--- src/rtl/sram_arb_pkg.sv ---
// Shared types and default widths for the SRAM arbiter.
//   state_e : arbiter FSM states
//   owner_e : which requester owns the current access
package sram_arb_pkg;

  localparam int unsigned DEF_ADDR_W = 8;
  localparam int unsigned DEF_DATA_W = 16;

  typedef enum logic [1:0] {
    IDLE     = 2'd0,
    RD       = 2'd1,
    WR_SETUP = 2'd2,
    WR_PULSE = 2'd3
  } state_e;

  typedef enum logic {
    OWN_CPU  = 1'b0,
    OWN_HOST = 1'b1
  } owner_e;

endpackage

--- src/rtl/sram_arbiter_if.sv ---
// Bus bundle between the CPU/host requesters, the arbiter and the SRAM pins.
//   slave  : arbiter side (requests and sram_din in; grants, done, rdata, strobes out)
//   master : system side (drives requests and sram_din; observes the rest)
interface sram_arbiter_if #(
  parameter int unsigned ADDR_W = sram_arb_pkg::DEF_ADDR_W,
  parameter int unsigned DATA_W = sram_arb_pkg::DEF_DATA_W
);

  logic              cpu_req;
  logic              cpu_we;
  logic [ADDR_W-1:0] cpu_adr;
  logic [DATA_W-1:0] cpu_wdata;
  logic              cpu_stall;
  logic              cpu_done;

  logic              host_req;
  logic              host_we;
  logic [ADDR_W-1:0] host_adr;
  logic [DATA_W-1:0] host_wdata;
  logic              host_gnt;
  logic              host_done;

  logic [DATA_W-1:0] rdata;

  logic              sram_ce_n;
  logic              sram_oe_n;
  logic              sram_we_n;
  logic [ADDR_W-1:0] sram_adr;
  logic [DATA_W-1:0] sram_dout;
  logic              sram_dout_en;
  logic [DATA_W-1:0] sram_din;

  modport slave (
    input  cpu_req, cpu_we, cpu_adr, cpu_wdata,
    input  host_req, host_we, host_adr, host_wdata,
    input  sram_din,
    output cpu_stall, cpu_done, host_gnt, host_done, rdata,
    output sram_ce_n, sram_oe_n, sram_we_n, sram_adr, sram_dout, sram_dout_en
  );

  modport master (
    output cpu_req, cpu_we, cpu_adr, cpu_wdata,
    output host_req, host_we, host_adr, host_wdata,
    output sram_din,
    input  cpu_stall, cpu_done, host_gnt, host_done, rdata,
    input  sram_ce_n, sram_oe_n, sram_we_n, sram_adr, sram_dout, sram_dout_en
  );

endinterface

--- src/rtl/sram_arb_sel.sv ---
// Priority select with host-burst limiter.
//   clk, reset     : clock, synchronous active-high reset
//   arb_en         : arbiter is in a cycle that may accept a request
//   cpu_req        : CPU request
//   host_req       : host request
//   grant_c        : an access is accepted this cycle
//   owner_c        : winner of this cycle's arbitration
module sram_arb_sel
  import sram_arb_pkg::*;
#(
  parameter int unsigned HOST_BURST_MAX = 4
) (
  input  logic   clk,
  input  logic   reset,
  input  logic   arb_en,
  input  logic   cpu_req,
  input  logic   host_req,
  output logic   grant_c,
  output owner_e owner_c
);

  localparam int unsigned STREAK_W = (HOST_BURST_MAX < 1) ? 1 : $clog2(HOST_BURST_MAX + 1);

  logic [STREAK_W-1:0] streak_q;
  logic [STREAK_W-1:0] streak_d;
  logic                burst_full;
  logic                cpu_win;

  // Host wins by default; a full host burst hands the next slot to a waiting CPU.
  always_comb begin
    burst_full = (streak_q == STREAK_W'(HOST_BURST_MAX));
    cpu_win    = cpu_req & (~host_req | burst_full);
    grant_c    = arb_en & (cpu_req | host_req);
    owner_c    = cpu_win ? OWN_CPU : OWN_HOST;
  end

  // Streak counts host grants that made the CPU wait.
  always_comb begin
    streak_d = streak_q;
    if (grant_c) begin
      if (!cpu_req || cpu_win) begin
        streak_d = '0;
      end else if (!burst_full) begin
        streak_d = streak_q + STREAK_W'(1);
      end
    end
  end

  always_ff @(posedge clk) begin
    if (reset) begin
      streak_q <= '0;
    end else begin
      streak_q <= streak_d;
    end
  end

endmodule

--- src/rtl/sram_arbiter.sv ---
// Two-requester (CPU, host) arbiter for an asynchronous SRAM.
//   clk, reset : board clock, synchronous active-high reset
//   bus        : request/response signals for CPU and host plus SRAM pins
// Reads take RD for one cycle; writes take WR_SETUP then WR_PULSE.
// Done pulses land in the following IDLE cycle, which also arbitrates.
module sram_arbiter
  import sram_arb_pkg::*;
#(
  parameter int unsigned ADDR_W         = DEF_ADDR_W,
  parameter int unsigned DATA_W         = DEF_DATA_W,
  parameter int unsigned HOST_BURST_MAX = 4
) (
  input  logic           clk,
  input  logic           reset,
  sram_arbiter_if.slave  bus
);

  state_e            state_q, state_d;
  owner_e            own_q, own_d;
  logic [ADDR_W-1:0] adr_q, adr_d;
  logic [DATA_W-1:0] dout_q, dout_d;
  logic [DATA_W-1:0] rdata_q, rdata_d;
  logic              ce_n_q, ce_n_d;
  logic              oe_n_q, oe_n_d;
  logic              we_n_q, we_n_d;
  logic              dout_en_q, dout_en_d;
  logic              cpu_done_q, cpu_done_d;
  logic              host_done_q, host_done_d;
  logic              host_gnt_c;
  logic              pick_host;
  logic              pick_we;

  logic              sel_grant_c;
  owner_e            sel_owner_c;

  sram_arb_sel #(
    .HOST_BURST_MAX (HOST_BURST_MAX)
  ) u_sel (
    .clk      (clk),
    .reset    (reset),
    .arb_en   ((state_q == IDLE) && !reset),
    .cpu_req  (bus.cpu_req),
    .host_req (bus.host_req),
    .grant_c  (sel_grant_c),
    .owner_c  (sel_owner_c)
  );

  // Next state and next strobe values; strobes are registered from these.
  always_comb begin
    state_d     = state_q;
    own_d       = own_q;
    adr_d       = adr_q;
    dout_d      = dout_q;
    rdata_d     = rdata_q;
    ce_n_d      = 1'b1;
    oe_n_d      = 1'b1;
    we_n_d      = 1'b1;
    dout_en_d   = 1'b0;
    cpu_done_d  = 1'b0;
    host_done_d = 1'b0;
    host_gnt_c  = 1'b0;
    pick_host   = (sel_owner_c == OWN_HOST);
    pick_we     = pick_host ? bus.host_we : bus.cpu_we;

    case (state_q)
      IDLE: begin
        if (sel_grant_c) begin
          own_d      = sel_owner_c;
          host_gnt_c = pick_host;
          adr_d      = pick_host ? bus.host_adr : bus.cpu_adr;
          dout_d     = pick_host ? bus.host_wdata : bus.cpu_wdata;
          ce_n_d     = 1'b0;
          if (pick_we) begin
            state_d   = WR_SETUP;
            dout_en_d = 1'b1;
          end else begin
            state_d   = RD;
            oe_n_d    = 1'b0;
          end
        end
      end
      RD: begin
        state_d     = IDLE;
        rdata_d     = bus.sram_din;
        cpu_done_d  = (own_q == OWN_CPU);
        host_done_d = (own_q == OWN_HOST);
      end
      WR_SETUP: begin
        state_d   = WR_PULSE;
        ce_n_d    = 1'b0;
        we_n_d    = 1'b0;
        dout_en_d = 1'b1;
      end
      WR_PULSE: begin
        state_d     = IDLE;
        cpu_done_d  = (own_q == OWN_CPU);
        host_done_d = (own_q == OWN_HOST);
      end
      default: begin
        state_d = IDLE;
      end
    endcase
  end

  always_ff @(posedge clk) begin
    if (reset) begin
      state_q     <= IDLE;
      own_q       <= OWN_CPU;
      adr_q       <= '0;
      dout_q      <= '0;
      rdata_q     <= '0;
      ce_n_q      <= 1'b1;
      oe_n_q      <= 1'b1;
      we_n_q      <= 1'b1;
      dout_en_q   <= 1'b0;
      cpu_done_q  <= 1'b0;
      host_done_q <= 1'b0;
    end else begin
      state_q     <= state_d;
      own_q       <= own_d;
      adr_q       <= adr_d;
      dout_q      <= dout_d;
      rdata_q     <= rdata_d;
      ce_n_q      <= ce_n_d;
      oe_n_q      <= oe_n_d;
      we_n_q      <= we_n_d;
      dout_en_q   <= dout_en_d;
      cpu_done_q  <= cpu_done_d;
      host_done_q <= host_done_d;
    end
  end

  assign bus.sram_ce_n    = ce_n_q;
  assign bus.sram_oe_n    = oe_n_q;
  assign bus.sram_we_n    = we_n_q;
  assign bus.sram_adr     = adr_q;
  assign bus.sram_dout    = dout_q;
  assign bus.sram_dout_en = dout_en_q;
  assign bus.rdata        = rdata_q;
  assign bus.cpu_done     = cpu_done_q;
  assign bus.host_done    = host_done_q;
  assign bus.host_gnt     = host_gnt_c;
  // Stall drops in the done cycle so the CPU can release its request in time.
  assign bus.cpu_stall    = bus.cpu_req & ~cpu_done_q;

endmodule

--- src/flat_wrapper.sv ---
// flat-port wrapper written by rule: the top's interface ports become plain ports
module sram_arbiter_flat import sram_arb_pkg::*;
#(
  parameter int unsigned ADDR_W         = DEF_ADDR_W,
  parameter int unsigned DATA_W         = DEF_DATA_W,
  parameter int unsigned HOST_BURST_MAX = 4
)
  (clk, reset, bus_cpu_req, bus_cpu_we, bus_cpu_adr, bus_cpu_wdata, bus_host_req, bus_host_we, bus_host_adr, bus_host_wdata, bus_sram_din, bus_cpu_stall, bus_cpu_done, bus_host_gnt, bus_host_done, bus_rdata, bus_sram_ce_n, bus_sram_oe_n, bus_sram_we_n, bus_sram_adr, bus_sram_dout, bus_sram_dout_en);
  sram_arbiter_if #(.ADDR_W(ADDR_W), .DATA_W(DATA_W)) bus_i ();
  input  logic clk;
  input  logic reset;
  input wire logic [$bits(bus_i.cpu_req)-1:0] bus_cpu_req;
  input wire logic [$bits(bus_i.cpu_we)-1:0] bus_cpu_we;
  input wire logic [$bits(bus_i.cpu_adr)-1:0] bus_cpu_adr;
  input wire logic [$bits(bus_i.cpu_wdata)-1:0] bus_cpu_wdata;
  input wire logic [$bits(bus_i.host_req)-1:0] bus_host_req;
  input wire logic [$bits(bus_i.host_we)-1:0] bus_host_we;
  input wire logic [$bits(bus_i.host_adr)-1:0] bus_host_adr;
  input wire logic [$bits(bus_i.host_wdata)-1:0] bus_host_wdata;
  input wire logic [$bits(bus_i.sram_din)-1:0] bus_sram_din;
  output wire logic [$bits(bus_i.cpu_stall)-1:0] bus_cpu_stall;
  output wire logic [$bits(bus_i.cpu_done)-1:0] bus_cpu_done;
  output wire logic [$bits(bus_i.host_gnt)-1:0] bus_host_gnt;
  output wire logic [$bits(bus_i.host_done)-1:0] bus_host_done;
  output wire logic [$bits(bus_i.rdata)-1:0] bus_rdata;
  output wire logic [$bits(bus_i.sram_ce_n)-1:0] bus_sram_ce_n;
  output wire logic [$bits(bus_i.sram_oe_n)-1:0] bus_sram_oe_n;
  output wire logic [$bits(bus_i.sram_we_n)-1:0] bus_sram_we_n;
  output wire logic [$bits(bus_i.sram_adr)-1:0] bus_sram_adr;
  output wire logic [$bits(bus_i.sram_dout)-1:0] bus_sram_dout;
  output wire logic [$bits(bus_i.sram_dout_en)-1:0] bus_sram_dout_en;
  assign bus_i.cpu_req = bus_cpu_req;
  assign bus_i.cpu_we = bus_cpu_we;
  assign bus_i.cpu_adr = bus_cpu_adr;
  assign bus_i.cpu_wdata = bus_cpu_wdata;
  assign bus_i.host_req = bus_host_req;
  assign bus_i.host_we = bus_host_we;
  assign bus_i.host_adr = bus_host_adr;
  assign bus_i.host_wdata = bus_host_wdata;
  assign bus_i.sram_din = bus_sram_din;
  assign bus_cpu_stall = bus_i.cpu_stall;
  assign bus_cpu_done = bus_i.cpu_done;
  assign bus_host_gnt = bus_i.host_gnt;
  assign bus_host_done = bus_i.host_done;
  assign bus_rdata = bus_i.rdata;
  assign bus_sram_ce_n = bus_i.sram_ce_n;
  assign bus_sram_oe_n = bus_i.sram_oe_n;
  assign bus_sram_we_n = bus_i.sram_we_n;
  assign bus_sram_adr = bus_i.sram_adr;
  assign bus_sram_dout = bus_i.sram_dout;
  assign bus_sram_dout_en = bus_i.sram_dout_en;
  sram_arbiter #(.ADDR_W(ADDR_W), .DATA_W(DATA_W), .HOST_BURST_MAX(HOST_BURST_MAX)) u_core (.clk(clk), .reset(reset), .bus(bus_i));
endmodule
--- config.mk ---
export PLATFORM = sky130hd
export DESIGN_NAME = sram_arbiter_flat
export DESIGN_NICKNAME = d
export VERILOG_FILES = /design/src/rtl/sram_arb_pkg.sv /design/src/rtl/sram_arbiter_if.sv /design/src/rtl/sram_arb_sel.sv /design/src/rtl/sram_arbiter.sv /design/src/flat_wrapper.sv
export SDC_FILE = /design/constraint.sdc
export NUM_CORES = 1
export LEC_CHECK = 0
export CORE_ASPECT_RATIO = 0.6
export CORE_MARGIN = 2
export CORE_UTILIZATION = 43
export DETAILED_ROUTE_END_ITERATION = 10
export GPL_TIMING_DRIVEN = 0
export HOLD_SLACK_MARGIN = 0.02
export PLACE_DENSITY = 0.82
export SYNTH_ARGS = -nofsm -noshare
export SYNTH_HDL_FRONTEND = slang
export SYNTH_SLANG_ARGS = --single-unit
export TNS_END_PERCENT = 5
--- constraint.sdc ---
create_clock -name clk -period 5.35 [get_ports clk]
set_clock_uncertainty 0.2 [all_clocks]
set_input_delay 0.8025 -clock clk [delete_from_list [all_inputs] [get_ports clk]]
set_output_delay 0.8025 -clock clk [all_outputs]
set_load 0.02 [all_outputs]
**Run 1: the clock network**

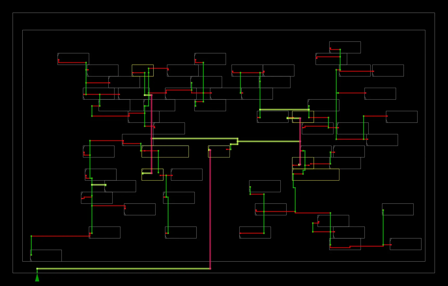
flop count: 52
clk sinks: 52
clock-net power: 0.000311 W
clk latency late pin: 0.30 ns
CTS Buf Count: 5

**Run 1: wiring by layer**

Scale: 4 px per um.
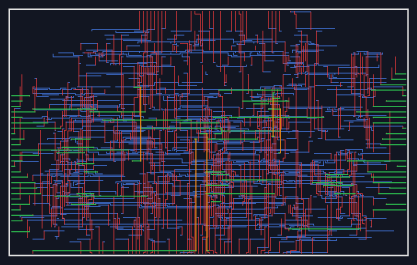
[orange] met4 | wire length: 95.9 um
[blue] met1 | wire length: 3300 um
[red] met2 | wire length: 3170 um
[green] met3 | wire length: 654 um

**Run 1: I/O nets highlighted**

Scale: 6 px per um.
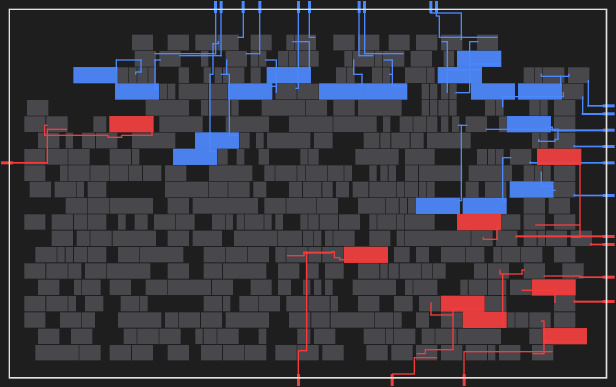
[red] `bus_sram_adr` | bits: 8 | direction: output | edge: 4 east, 3 south, 1 west | end cells: 8 | buffers: 8 | wire: 228 um
[blue] `bus_rdata` | bits: 16 | direction: output | edge: 10 north, 6 east | end cells: 16 | buffers: 16 | wire: 336 um

==> results_dict.tcl, run 1 <==
# place-and-route summary
set metrics [dict create \
    status "completed" \
    relSlewSlack_pct 63.7 \
    die_h_um 61.2 \
    area.combinational_um2 1060 \
    cp.arrival_ns 2.97 \
    grtUsageMet3_pct 5.33 \
    topRoutingLayerUsed "met4" \
    powerDensity_nw_per_um2 290 \
    drive_above_1_share_pct 4.60 \
    via_per_inst 5.55 \
    dp.cells 450 \
    finalCriticalPeriod_ns 3.97 \
    critPathKind "in2out" \
    num_rows 20 \
    synthMostInstantiatedCell "dfxtp_1" \
    wl_met3_um 653 \
    syn_area_um2 2340 \
    seqPwrFrac_pct 41.8 \
    setup_ws_ns 1.38 \
    cp-startpoint "bus_cpu_req" \
    tool_warnings 27 \
    design_area_um2 3730 \
    finalSetupViolCount 0 \
    utilization_pct 72.3 \
    finalCritPeriodShare_pct 74.3 \
    avgRoutedWirePerCell_um 15.8 \
    placed_cell_area_um2 3600 \
    hpwlAfterDp_um 5440 \
    drv_cap 0 \
    drtIter0Drc 198 \
    swShare_pct 28.8 \
    p_sw_w 0.000310 \
    grt_pass1_wl_um 11500 \
    power_top_consumer "sequential cells" \
    yosys_warnings 0 \
    layout_top_cell "clkdlybuf4s50_1" \
    p_int_w 0.000769 \
    cellLeakagePower_nw 1.51 \
    grt_antenna_before_repair 0 \
    core_area_um2 5150 \
    track_usage_pct 24.0 \
    numSynthFlops 52 \
    drt-total-wl_um 7220 \
    setup_tns_ns 0 \
    topCellsByArea "dfxtp_1 (44%), a221o_1 (10%), a2111oi_0 (9.0%)" \
    met1_usage_pct 32.8 \
    flop_cell "dfxtp_1" \
    endpoint "bus_cpu_stall" \
    slew_viol_final 0 \
    hold_end "u_core.bus.rdata[11]" \
    holdPathStages 2 \
    fin_cells 457 \
    p_comb_share_pct 29.3 \
    synthTopCellsByCount "dfxtp_1 (52), nand2_1 (34), inv_1 (28)" \
    ioPinCount 118 \
]
[run 1: layout make-up]
| cell class | instances | share of cell area, % |
|---|---|---|
| Timing Repair Buffer | 117 | 31.4 |
| Buffer | 28 | 3.63 |
| Tap cell | 66 | 2.22 |
| Multi-Input combinational cell | 159 | 28.5 |
| Clock buffer | 5 | 1.85 |
| Inverter | 28 | 2.82 |
| Sequential cell | 52 | 27.9 |
| Clock inverter | 2 | 1.61 |
[run 1: logic make-up after synthesis]
group,after synthesis,synth area share (%)
simple gates,79,16.8
flops,52,44.4
compound gates,78,27.5
buf+inv,56,10.3
fa+ha+maj,2,1.07
[run 1: critical path, cell delays in order]
cell,delay (ns)
clkdlybuf4s50_1,0.58
clkbuf_1,0.37
clkbuf_1,0.41
nor2b_1,0.18
clkdlybuf4s50_1,0.62
==> inputs of run 2 (changes only) <==
Settings changed: CORE_UTILIZATION 43 to 36, PLACE_DENSITY 0.82 to 0.73.
Clock period 5.35 ns to 3.4 ns, I/O delays scaled along.
**Run 2: wiring by layer**

Scale: 4 px per um.
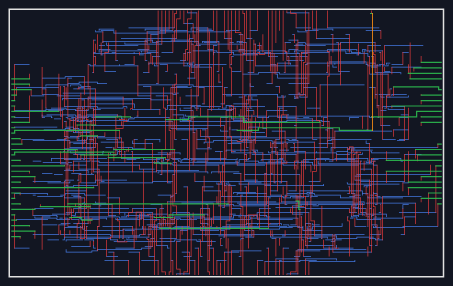
[green] met3 | wire length: 582 um
[orange] met4 | wire length: 29.2 um
[red] met2 | wire length: 3050 um
[blue] met1 | wire length: 3570 um

**Run 2: sequential cells colored by netlist name**

Scale: 3 px per um. Other sequential cells in the stronger gray, the rest of the logic in the fainter gray.
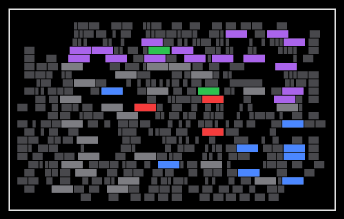
[blue] `u_core.bus.sram_adr` | sequential cells: 8
[purple] `u_core.bus.rdata` | sequential cells: 16
[red] `u_core.u_sel.streak_q` | sequential cells: 3
[green] `u_core.state_q` | sequential cells: 2
not colored: 23

**Run 2: selected gate families**

Scale: 4 px per um.
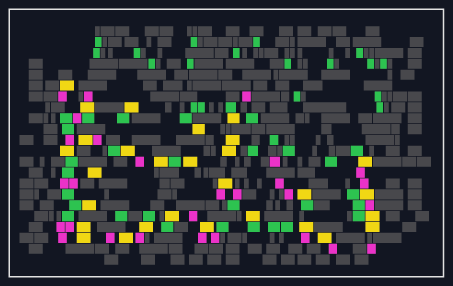
[magenta] AND and OR gates | cells: 28
[yellow] AND-OR and OR-AND gates | cells: 29
[green] inverting AOI/OAI gates | cells: 49 | where: all over the die

==> run 2 against run 1 <==
Against the previous run:
- wire length is 0.25% higher
- flip-flop count stayed put
- first-iteration DRC count is 31% lower
- highest routed layer unchanged
==> results_dict.tcl, run 2 <==
# place-and-route summary
set metrics [dict create \
    core_area_um2 6190 \
    grt_overflow 0 \
    grt_antenna_before_repair 0 \
    ys_sh_xor_pct 0 \
    track_usage_pct 20.0 \
    clk_latency_ns 0.31 \
    tool_warnings 27 \
    seqPwrFrac_pct 43.2 \
    met2_length_um 3050 \
    drive_above_1_share_pct 5.36 \
    design_area_um2 3740 \
    num-clock-buffers 5 \
    n_all_inverters 28 \
    area.combinational_um2 1060 \
    numSequentialCells 52 \
    drv_cap 0 \
    met1_usage_pct 29.8 \
    drt-total-wl_um 7240 \
    drtIter0Drc 137 \
    cts_buffers 5 \
    die_h_um 66.5 \
    mux_share_pct 0 \
    cp_slowest_cell "clkdlybuf4s50_1" \
    relSlewSlack_pct 62.2 \
    placed_cell_area_um2 3620 \
    setup_tns_ns 0 \
    seq_share_pct 27.8 \
    cellLeakagePower_nw 1.52 \
    status "completed" \
    p_int_w 0.00114 \
    swShare_pct 30.4 \
    num_rows 22 \
    max_stage_delay_ns 0.60 \
    buf_share_pct 35.1 \
    ioPinCount 118 \
    flop_cell "dfxtp_1" \
    num-multi-input-gates 159 \
    utilization_pct 60.4 \
    aoi_share_pct 27.5 \
    buffers 145 \
    finalCriticalPeriod_ns 3.30 \
    synthTopCellsByCount "dfxtp_1 (52), nand2_1 (34), inv_1 (28)" \
    dp.cells 468 \
    crit_top_cell "clkdlybuf4s50_1" \
    wl_met3_um 581 \
    ys_sh_simple_pct 16.8 \
    power_top_consumer "sequential cells" \
    use_met2_pct 28.7 \
    numSynthFlops 52 \
    ys_top_logic_family "AND-OR/OR-AND gates" \
    finalCritPeriodShare_pct 97.1 \
    pg_clk_w 0.000436 \
    synthMostInstantiatedCell "dfxtp_1" \
    slew_viol_final 0 \
    worstPathCellList "clkdlybuf4s50_1, clkbuf_1, clkbuf_2, nor2b_1, clkdlybuf4s50_1" \
    topCellsByArea "dfxtp_1 (44%), a221o_1 (10%), a2111oi_0 (9.0%)" \
    finalSetupViolCount 0 \
    via_per_inst 5.14 \
    powerDensity_nw_per_um2 439 \
    p_sw_w 0.000499 \
    critPathKind "in2out" \
    adder_share_pct 1.07 \
    grtUsageMet3_pct 4.70 \
    setup_ws_ns 0.0991 \
    topRoutingLayerUsed "met4" \
    chipArea_um2 7190 \
    cts_max_level 2 \
    hpwlAfterDp_um 5400 \
    largest_cell_class "non-clock buffers" \
    avgRoutedWirePerCell_um 15.2 \
    grt_pass1_wl_um 11200 \
    cts_sinks 52 \
    fin_cells 476 \
]
[run 2: cell counts after synthesis]
Identical to the previous run, type by type.
[run 2: worst paths after layout]
| path | start | end | slack (ns) | depth (start not counted) |
|---|---|---|---|---|
| min reg2reg | u_core.bus.rdata[10] | u_core.bus.rdata[10] | 0.26 | 2 |
| max reg2reg | u_core.u_sel.streak_q[0] | u_core.bus.sram_dout[0] | 1.23 | 7 |
| min | u_core.bus.rdata[10] | u_core.bus.rdata[10] | 0.26 | 2 |
| max | bus_cpu_req | bus_cpu_stall | 0.1 | 5 |
[run 2: repair_timing]
item                       4_1_cts  5_1_grt
setup endpoints to repair        1        1
hold buffers                     0        0
resized                          1        3
[run 2: worst max-delay path, delay by kind of cell]
family	cells	cell delay, ns
AND/OR/NAND/NOR	1	0.16
buffers and inverters	4	1.91
==> inputs of run 3 (changes only) <==
Settings changed: CORE_MARGIN 2 to unset, CORE_UTILIZATION 36 to 35, PLACE_DENSITY 0.73 to 0.71.
**Run 3: wiring by layer**

Scale: 4 px per um.
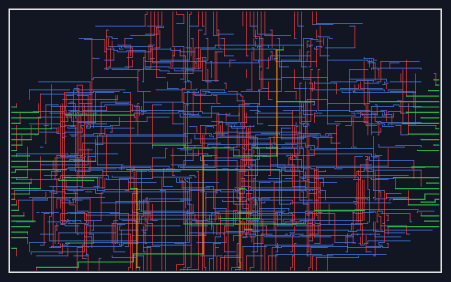
[green] met3 | wire length: 524 um
[blue] met1 | wire length: 3660 um
[orange] met4 | wire length: 90.4 um
[red] met2 | wire length: 2970 um

**Run 3: selected gate families**

Scale: 4 px per um.
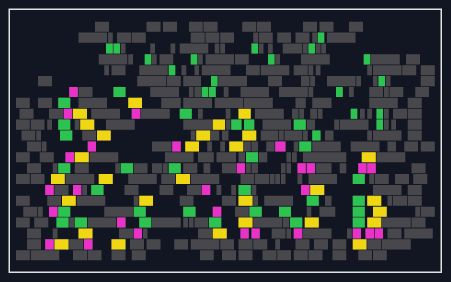
[green] inverting AOI/OAI gates | cells: 49 | where: all over the die
[magenta] AND and OR gates | cells: 28
[yellow] AND-OR and OR-AND gates | cells: 29

**Run 3: sequential cells colored by netlist name**

Scale: 3 px per um. Other sequential cells in the stronger gray, the rest of the logic in the fainter gray.
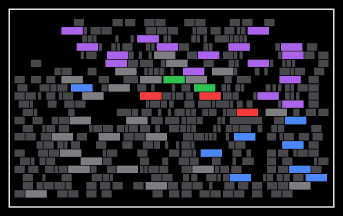
[red] `u_core.u_sel.streak_q` | sequential cells: 3
[blue] `u_core.bus.sram_adr` | sequential cells: 8
[green] `u_core.state_q` | sequential cells: 2
[purple] `u_core.bus.rdata` | sequential cells: 16
not colored: 23

==> run 3 against run 2 <==
Against the previous run:
- clock power is 2% lower
- synthesized cell count unchanged
- sequential power hardly changed
- non-clock buffer count unchanged
- worst setup slack improved by 0.018 ns
- largest cell class unchanged
- die size down 2.1%
- maximum frequency is 0.54% higher
- area after synthesis unchanged
- register-to-register slack got worse by 0.04 ns
- flip-flop count stayed put
- global-route usage grew 1.4 points
==> results_dict.tcl, run 3 <==
# place-and-route summary
set metrics [dict create \
    crit_top_cell "clkdlybuf4s50_1" \
    num-clock-buffers 5 \
    pg_clk_w 0.000427 \
    core_area_um2 6280 \
    synthMostInstantiatedCell "dfxtp_1" \
    finalSetupViolCount 0 \
    placed_cell_area_um2 3620 \
    numSequentialCells 52 \
    fmax_mhz 305 \
    grtUsageMet3_pct 5.16 \
    r2r-start "u_core.u_sel.streak_q[0]" \
    utilization_pct 59.5 \
    seqPwrFrac_pct 43.5 \
    cts_sinks 52 \
    n_all_inverters 28 \
    ioPinCount 118 \
    drv_cap 0 \
    swShare_pct 30.3 \
    avgRoutedWirePerCell_um 15.2 \
    setup_ws_ns 0.117 \
    die_h_um 65.4 \
    p_comb_share_pct 30.4 \
    io_buffers 117 \
    finalCriticalPeriod_ns 3.28 \
    yosys_warnings 0 \
    grt_pass1_wl_um 11700 \
    worstPathCellList "clkdlybuf4s50_1, clkbuf_1, clkbuf_2, nor2b_1, clkdlybuf4s50_1" \
    seq_share_pct 27.9 \
    holdCritStartpoint "u_core.bus.rdata[13]" \
    cts_resized 1 \
    finalCritPeriodShare_pct 96.6 \
    buffers 145 \
    cts_max_level 2 \
    critical-path-top-delay-family "buffers and inverters" \
    numSynthFlops 52 \
    cts_buffers 5 \
    power_top_consumer "sequential cells" \
    wl_met3_um 523 \
    use_met2_pct 30.9 \
    num_rows 22 \
    met2_length_um 2970 \
    status "completed" \
    track_usage_pct 21.4 \
    via_per_inst 5.12 \
    largest_cell_class "non-clock buffers" \
    topCellsByArea "dfxtp_1 (44%), a221o_1 (10%), a2111oi_0 (9.0%)" \
    slew_viol_final 0 \
    area.combinational_um2 1060 \
    synthTopCellsByCount "dfxtp_1 (52), nand2_1 (34), inv_1 (28)" \
    powerDensity_nw_per_um2 437 \
    dp.cells 468 \
    flop_cell "dfxtp_1" \
    num-multi-input-gates 159 \
    critPathKind "in2out" \
    cellLeakagePower_nw 1.52 \
    cts_hold_buf 0 \
    crit_required_ns 2.69 \
    syn_area_um2 2340 \
    met1_usage_pct 31.1 \
    drtIter0Drc 133 \
    cp.buffers_inverters 4 \
    clock_area_share_pct 2.98 \
    hpwlAfterDp_um 5510 \
    cp_slowest_cell "clkdlybuf4s50_1" \
    p_sw_w 0.000494 \
    n_tap_cell 84 \
    p_int_w 0.00114 \
    max_stage_delay_ns 0.60 \
    layout_top_cell "clkdlybuf4s50_1" \
    setup_tns_ns 0 \
    drive_above_1_share_pct 5.36 \
    clk_latency_ns 0.30 \
    design_area_um2 3740 \
    buf_share_pct 35.1 \
]
[run 3: cell types whose count changed in the layout (fill, tap and decap cells not counted)]
cell | before | now
clkinv_2 | 0 | 1
inv_6 | 1 | 0
[run 3: path summary, 6_finish.rpt]
path / depth (start not counted) / slack (ns) / end
worst max-delay path: 5 / 0.12 / bus_cpu_stall
worst max register to register: 7 / 1.19 / u_core.bus.sram_dout[0]
worst min register to register: 2 / 0.26 / u_core.bus.rdata[13]
worst min-delay path: 2 / 0.26 / u_core.bus.rdata[13]
[run 3: kinds of logic after synthesis]
logic type               Yosys count  share of synthesized area, %
AND-OR/OR-AND                     78                          27.5
adder cells (fa/ha/maj)            2                          1.07
buffers and inverters             56                          10.3
flip-flops                        52                          44.4
AND/OR/NAND/NOR                   79                          16.8
Power figures rest on the tool's default switching activity, not on a simulated workload.
